Fig. 1: run 1, drive-strength map
(2 px per um)
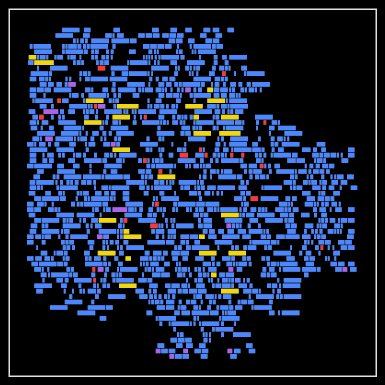
Fig. 2: run 1, cell outlines without signal wires
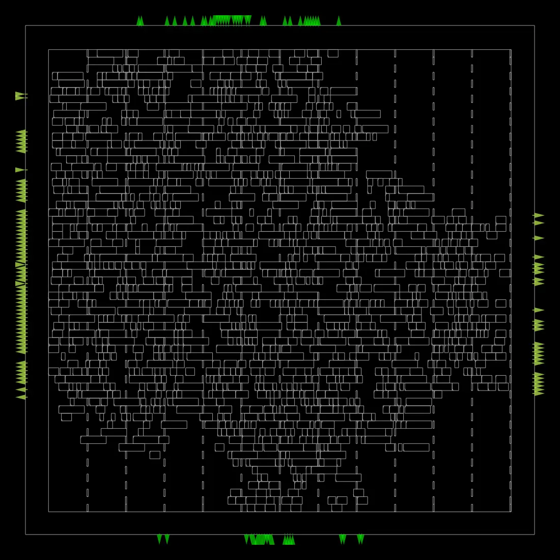
Fig. 3: run 1, logic cells by family
(2 px per um)
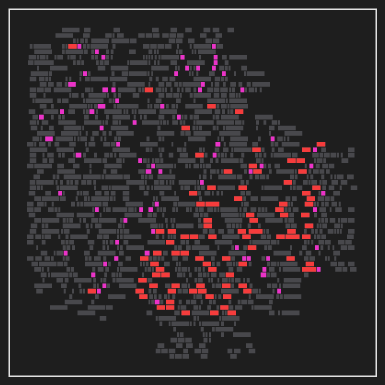
==> config.mk <==
export PLATFORM = sky130hd
export DESIGN_NAME = systolic_tile_sequencer
export DESIGN_NICKNAME = d
export VERILOG_FILES = /design/src/rtl/systolic_tile_sequencer.sv
export SDC_FILE = /design/constraint.sdc
export NUM_CORES = 1
export LEC_CHECK = 0
export CORE_MARGIN = 8
export CORE_UTILIZATION = 35
export DETAILED_ROUTE_END_ITERATION = 7
export GPL_TIMING_DRIVEN = 0
export SKIP_CTS_REPAIR_TIMING = 1
export SLEW_MARGIN = 0
export SYNTH_ARGS = -nofsm -noshare
export SYNTH_HDL_FRONTEND = slang
export SYNTH_SLANG_ARGS = --single-unit
==> constraint.sdc <==
create_clock -name clk -period 5.7 [get_ports clk]
set_input_delay 0.855 -clock clk [delete_from_list [all_inputs] [get_ports clk]]
set_output_delay 0.855 -clock clk [all_outputs]
set_load 0.005 [all_outputs]
==> results.sh, run 1 <==
# physical design summary
export IMPL_mux_share_pct=0.849
export IMPL_cp_common_cell="o21ai_0"
export IMPL_gr_usage_met3_pct=5.64
export IMPL_track_usage_pct=17.9
export IMPL_via_per_inst=5.32
export IMPL_vias=8978
export IMPL_synthesis_nets=1251
export IMPL_nFlopsAndLatches=138
export IMPL_aoi_share_pct=15.1
export IMPL_finalSetupViolCount=0
export IMPL_ff_type="dfrtp_1"
export IMPL_worstSetupStartpointType="flip-flop"
export IMPL_seqPwrFrac_pct=39.6
export IMPL_comb_cells=918
export IMPL_max_cap_violations=0
export IMPL_ys_area_sq_mm=0.00973
export IMPL_grt_max_degree=74
export IMPL_port_buffers=139
export IMPL_totalWireLength_um=29700
export IMPL_finalHoldViolations=0
export IMPL_antenna_left=0
export IMPL_grt_pass1_wl_um=48200
export IMPL_pwr_share_clk_pct=41.8
export IMPL_rows=61
export IMPL_cp_num_buf_inv=3
export IMPL_met1_usage_pct=22.1
export IMPL_path_class="reg2out"
export IMPL_xor_area_share_pct=9.18
export IMPL_inverters=41
export IMPL_warnings=33
export IMPL_period_minus_slack_ns=5.12
export IMPL_logic_area_sq_mm=0.00594
export IMPL_buffer_area_share_pct=13.1
export IMPL_max_slew_worst_pin_slew_ns=1.33
export IMPL_syn_area_sq_mm=0.00973
export IMPL_die_h_um=183
export IMPL_nets=1410
export IMPL_final_fill_count=2712
export IMPL_tap_cells=378
export IMPL_top_layer="met5"
export IMPL_clock_sinks=138
export IMPL_timing_critical_path_cells="inv_1, ha_1, nor2b_1, o21a_1, o21ai_0, a21oi_1, o21ai_0, nand2b_1, a2111o_1, buf_2, a2111oi_0, clkdlybuf4s50_1"
export IMPL_yosys_area_top_type="dfrtp_1"
export IMPL_routedWlPerCell_um=17.6
export IMPL_required_ns=4.85
export IMPL_dpl_worst_slack_ns=1.09
export IMPL_worst_path_stages=12
export IMPL_powerComb_uw=508
export IMPL_firstDrtPassIters=7
export IMPL_fin_crit_sh_pct=89.9
export IMPL_power_density_mw_per_mm2=223
export IMPL_yosysWarningCount=0
export IMPL_fp_utilization_pct=35.3
export IMPL_dominant_cell_class="logic gates"
export IMPL_wirelength_met1_um=13200
export IMPL_fa_ha_area_share_pct=11.6
export IMPL_synth_top_cell_area_share_pct=35.5
export IMPL_cp_end_kind="output port"
export IMPL_outcome="finished clean"
export IMPL_report_power_total_uw=2720
export IMPL_synth_edff_count=0
export IMPL_powerClk_uw=1140
export IMPL_top_usage_layer="met2"
export IMPL_grt_pass1_vias=8983
export IMPL_rsz0062_at_grt="false"
export IMPL_syn_inst=1138
export IMPL_met3_length_um=2170
export IMPL_antenna_cells=0
export IMPL_path_delay_family="AND-OR/OR-AND gates"
export IMPL_clkCellAreaFrac_pct=4.84
export IMPL_fin_skew_ns=0.0118
export IMPL_cts_buffers_inserted=17
export IMPL_clkTransAtPathRegs_ns=0.07
export IMPL_drc=0
export IMPL_ys_cells=1138
export IMPL_seq_share_pct=28.3
export IMPL_antenna_found_initial=2
export IMPL_cts_root_buf="clkbuf_16"
export IMPL_dp_cells=1656
export IMPL_cts_tree="yes"
export IMPL_syn_mean_instance_area_sq_um=8.55
export IMPL_layout_top_cells="dfrtp_1 (138), clkdlybuf4s50_1 (138), nor2_1 (123)"
export IMPL_whs_ns=0.408
export IMPL_area_leaders="dfrtp_1 (35%), ha_1 (11%), o21ai_0 (5.1%)"
export IMPL_ys_ff=138
export IMPL_p_seq_uw=1080
export IMPL_hold_path_class="in2async"
export IMPL_synth_top_cell_by_count="dfrtp_1"
export IMPL_ys_seq_share_pct=35.5
export IMPL_met2_length_um=13700
export IMPL_drt_iter0_markers=512
export IMPL_dpl_hpwl_um=22200
export IMPL_place_congestion=0.899
export IMPL_top_logic_kind="simple AND/OR/NAND/NOR gates"
export IMPL_grt_overflow=0
export IMPL_nClkBuffers=18
export IMPL_worstPathArrival_ns=4.27
export IMPL_boundaryPins=140
export IMPL_crit_path_max_fanout=10
export IMPL_tns_ns=0
export IMPL_ff2ff_setup_slack_ns=1.53
export IMPL_die_w_um=183
export IMPL_clock_path_buffers=2
export IMPL_clk_latency_ns=0.43
export IMPL_p_int_uw=1910
export IMPL_synth_cell_type_count=65
export IMPL_common_cells="dfrtp_1 (138), nor2_1 (123), nand2_1 (117)"
export IMPL_simple_gate_area_share_pct=24.3
export IMPL_ir_drop_v=0.000205
export IMPL_pwr_share_comb_pct=18.6
export IMPL_finalMaxSlewViolations=0
export IMPL_htree_levels=4
export IMPL_chipArea_sq_mm=0.0334
export IMPL_placed_area_sq_mm=0.0116
export IMPL_async_flop_share_pct=100
export IMPL_top_power_group="clock"
export IMPL_regArea_sq_mm=0.00345
export IMPL_post_route_util_pct=44.3
export IMPL_p_sw_uw=812
export IMPL_drive_gt1_share_pct=4.96
export IMPL_clock_fmax_ghz=0.195
export IMPL_relSlewSlack_pct=10.4
export IMPL_rr_worst_depth=11
export IMPL_p_leak_uw=0.00540
export IMPL_swShare_pct=29.8
export IMPL_met2_usage_pct=29.4
export IMPL_max_stage_delay_ns=0.64
export IMPL_crit_slowest_cell="dfrtp_1"
Back to the opening pictures, Fig. 1:
Key: _0 and _1 cells = blue [cells 1245, share 95%]; _2 cells = red [cells 22, share 1.7%, most used buf_2]; _3 and _4 cells = purple [cells 16, share 1.2%, most used buf_4]; _6 and larger = yellow [cells 27, share 2.1%, most used clkbuf_16]
design area: 0.0122 sq mm
non-clock buffer count: 181
final worst setup slack: 0.575 ns
area grow syn2layout: 25.5%

Back to the opening pictures, Fig. 2:
Finished Layout Cells: 1688
core area: 0.0276 sq mm

Back to the opening pictures, Fig. 3:
Key: AND and OR gates = magenta [cells 70, most used and3_1]; adder and majority cells = red [cells 88, most used ha_1]
combinational share of cell area: 48.6%

Fig. 4: run 1, pin map
(2 px per um) Pins as bars across the die edge, other pins in grey.
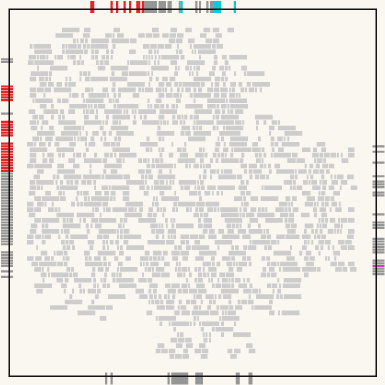

==> inputs of run 2 (changes only) <==
--- a/config.mk
+++ b/config.mk
@@ -9,7 +9,9 @@
 export CORE_UTILIZATION = 35
 export DETAILED_ROUTE_END_ITERATION = 7
 export GPL_TIMING_DRIVEN = 0
+export PLACE_DENSITY = 0.63
 export SKIP_CTS_REPAIR_TIMING = 1
+export SKIP_LAST_GASP = 1
 export SLEW_MARGIN = 0
 export SYNTH_ARGS = -nofsm -noshare
 export SYNTH_HDL_FRONTEND = slang
Fig. 5: run 2, pin map
(2 px per um) Pins as bars across the die edge, other pins in grey.
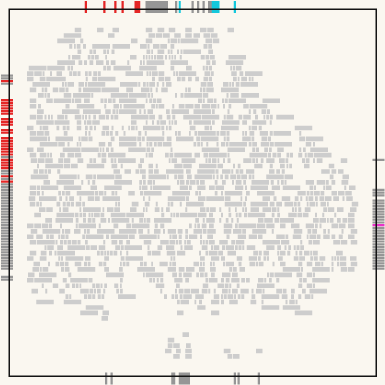
Key: b_rd_en = magenta [pins 1, direction output, edge east]; cyc_busy = red [pins 32, direction output, edge 25 west, 7 north]; wb_tile_n = cyan [pins 6, direction output, edge north]
All pins by edge: 66 west, 31 north, 30 east, 13 south.
die height: 183 um
Die W: 183 um
IO buf count: 139

Fig. 6: run 2, cell outlines without signal wires
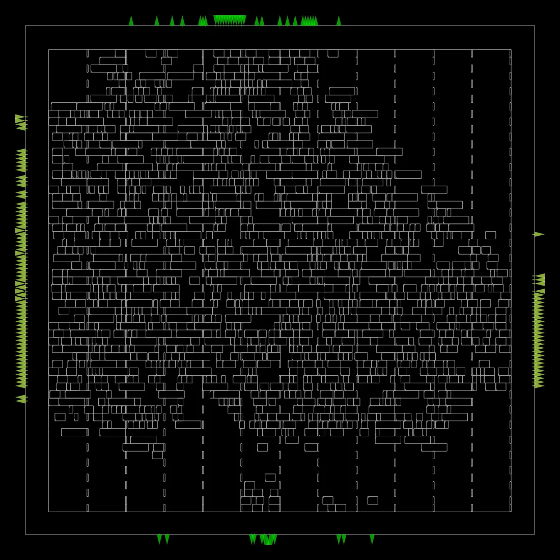
# rows: 61
Seq cells: 138
final design utilization: 44.3%

==> run 2 against run 1 <==
- synthesized cell count is the same
- non-clock buffer count is the same
- largest power group is now sequential cells
- critical path depth shrank 1
- largest cell class unchanged
- power shrank 2.5%
- design area shrank 0.14%
- highest routed layer unchanged
- count of clock-buffer cells in the layout is the same
==> results.sh, run 2 <==
# physical design summary
export IMPL_outcome="finished clean"
export IMPL_met1_usage_pct=22.7
export IMPL_comb_cells=918
export IMPL_vias=8960
export IMPL_top_power_group="sequential cells"
export IMPL_met2_usage_pct=27.6
export IMPL_fa_ha_area_share_pct=11.6
export IMPL_logic_area_sq_mm=0.00594
export IMPL_antenna_left=0
export IMPL_area_growth_syn_to_layout_pct=25.3
export IMPL_drt_iter0_markers=688
export IMPL_p_leak_uw=0.00539
export IMPL_synth_cell_type_count=65
export IMPL_nets=1410
export IMPL_pwr_share_comb_pct=19.3
export IMPL_routedWlPerCell_um=17.4
export IMPL_max_cap_violations=0
export IMPL_cp_end_kind="output port"
export IMPL_antenna_cells=0
export IMPL_fp_utilization_pct=35.3
export IMPL_top_usage_layer="met2"
export IMPL_warnings=33
export IMPL_synth_top_cell_by_count="dfrtp_1"
export IMPL_top_logic_kind="simple AND/OR/NAND/NOR gates"
export IMPL_hold_path_class="in2async"
export IMPL_required_ns=4.85
export IMPL_via_per_inst=5.31
export IMPL_wirelength_met1_um=13400
export IMPL_ys_cells=1138
export IMPL_finalMaxSlewViolations=0
export IMPL_final_area_sq_mm=0.0122
export IMPL_tns_ns=0
export IMPL_htree_levels=4
export IMPL_worstSetupStartpointType="flip-flop"
export IMPL_ff2ff_setup_slack_ns=1.83
export IMPL_clock_fmax_ghz=0.195
export IMPL_rr_worst_depth=11
export IMPL_xor_area_share_pct=9.18
export IMPL_max_slew_worst_pin_slew_ns=0.840
export IMPL_tap_cells=378
export IMPL_path_class="reg2out"
export IMPL_yosysWarningCount=0
export IMPL_fin_crit_sh_pct=89.8
export IMPL_num_nonclk_buffers=181
export IMPL_path_delay_family="buffers and inverters"
export IMPL_cts_root_buf="clkbuf_16"
export IMPL_clkCellAreaFrac_pct=4.66
export IMPL_clock_sinks=138
export IMPL_area_leaders="dfrtp_1 (35%), ha_1 (11%), o21ai_0 (5.1%)"
export IMPL_grt_overflow=0
export IMPL_setup_ws_ns=0.584
export IMPL_syn_mean_instance_area_sq_um=8.55
export IMPL_fin_skew_ns=0.0111
export IMPL_fin_cells=1688
export IMPL_report_power_total_uw=2660
export IMPL_cts_buffers_inserted=17
export IMPL_clock_path_buffers=2
export IMPL_dpl_hpwl_um=22400
export IMPL_place_congestion=0.938
export IMPL_pwr_share_clk_pct=40.4
export IMPL_async_flop_share_pct=100
export IMPL_timing_critical_path_cells="inv_1, ha_1, a21oi_1, nor2_1, xnor2_1, ha_1, nand4_1, or4_1, a211oi_1, buf_4, clkdlybuf4s50_1"
export IMPL_synth_edff_count=0
export IMPL_aoi_share_pct=15.1
export IMPL_synth_top_cell_area_share_pct=35.5
export IMPL_finalSetupViolCount=0
export IMPL_syn_inst=1138
export IMPL_swShare_pct=29.6
export IMPL_drc=0
export IMPL_syn_area_sq_mm=0.00973
export IMPL_max_stage_delay_ns=0.69
export IMPL_seqPwrFrac_pct=40.3
Power figures rest on the tool's default switching activity, not on a simulated workload.
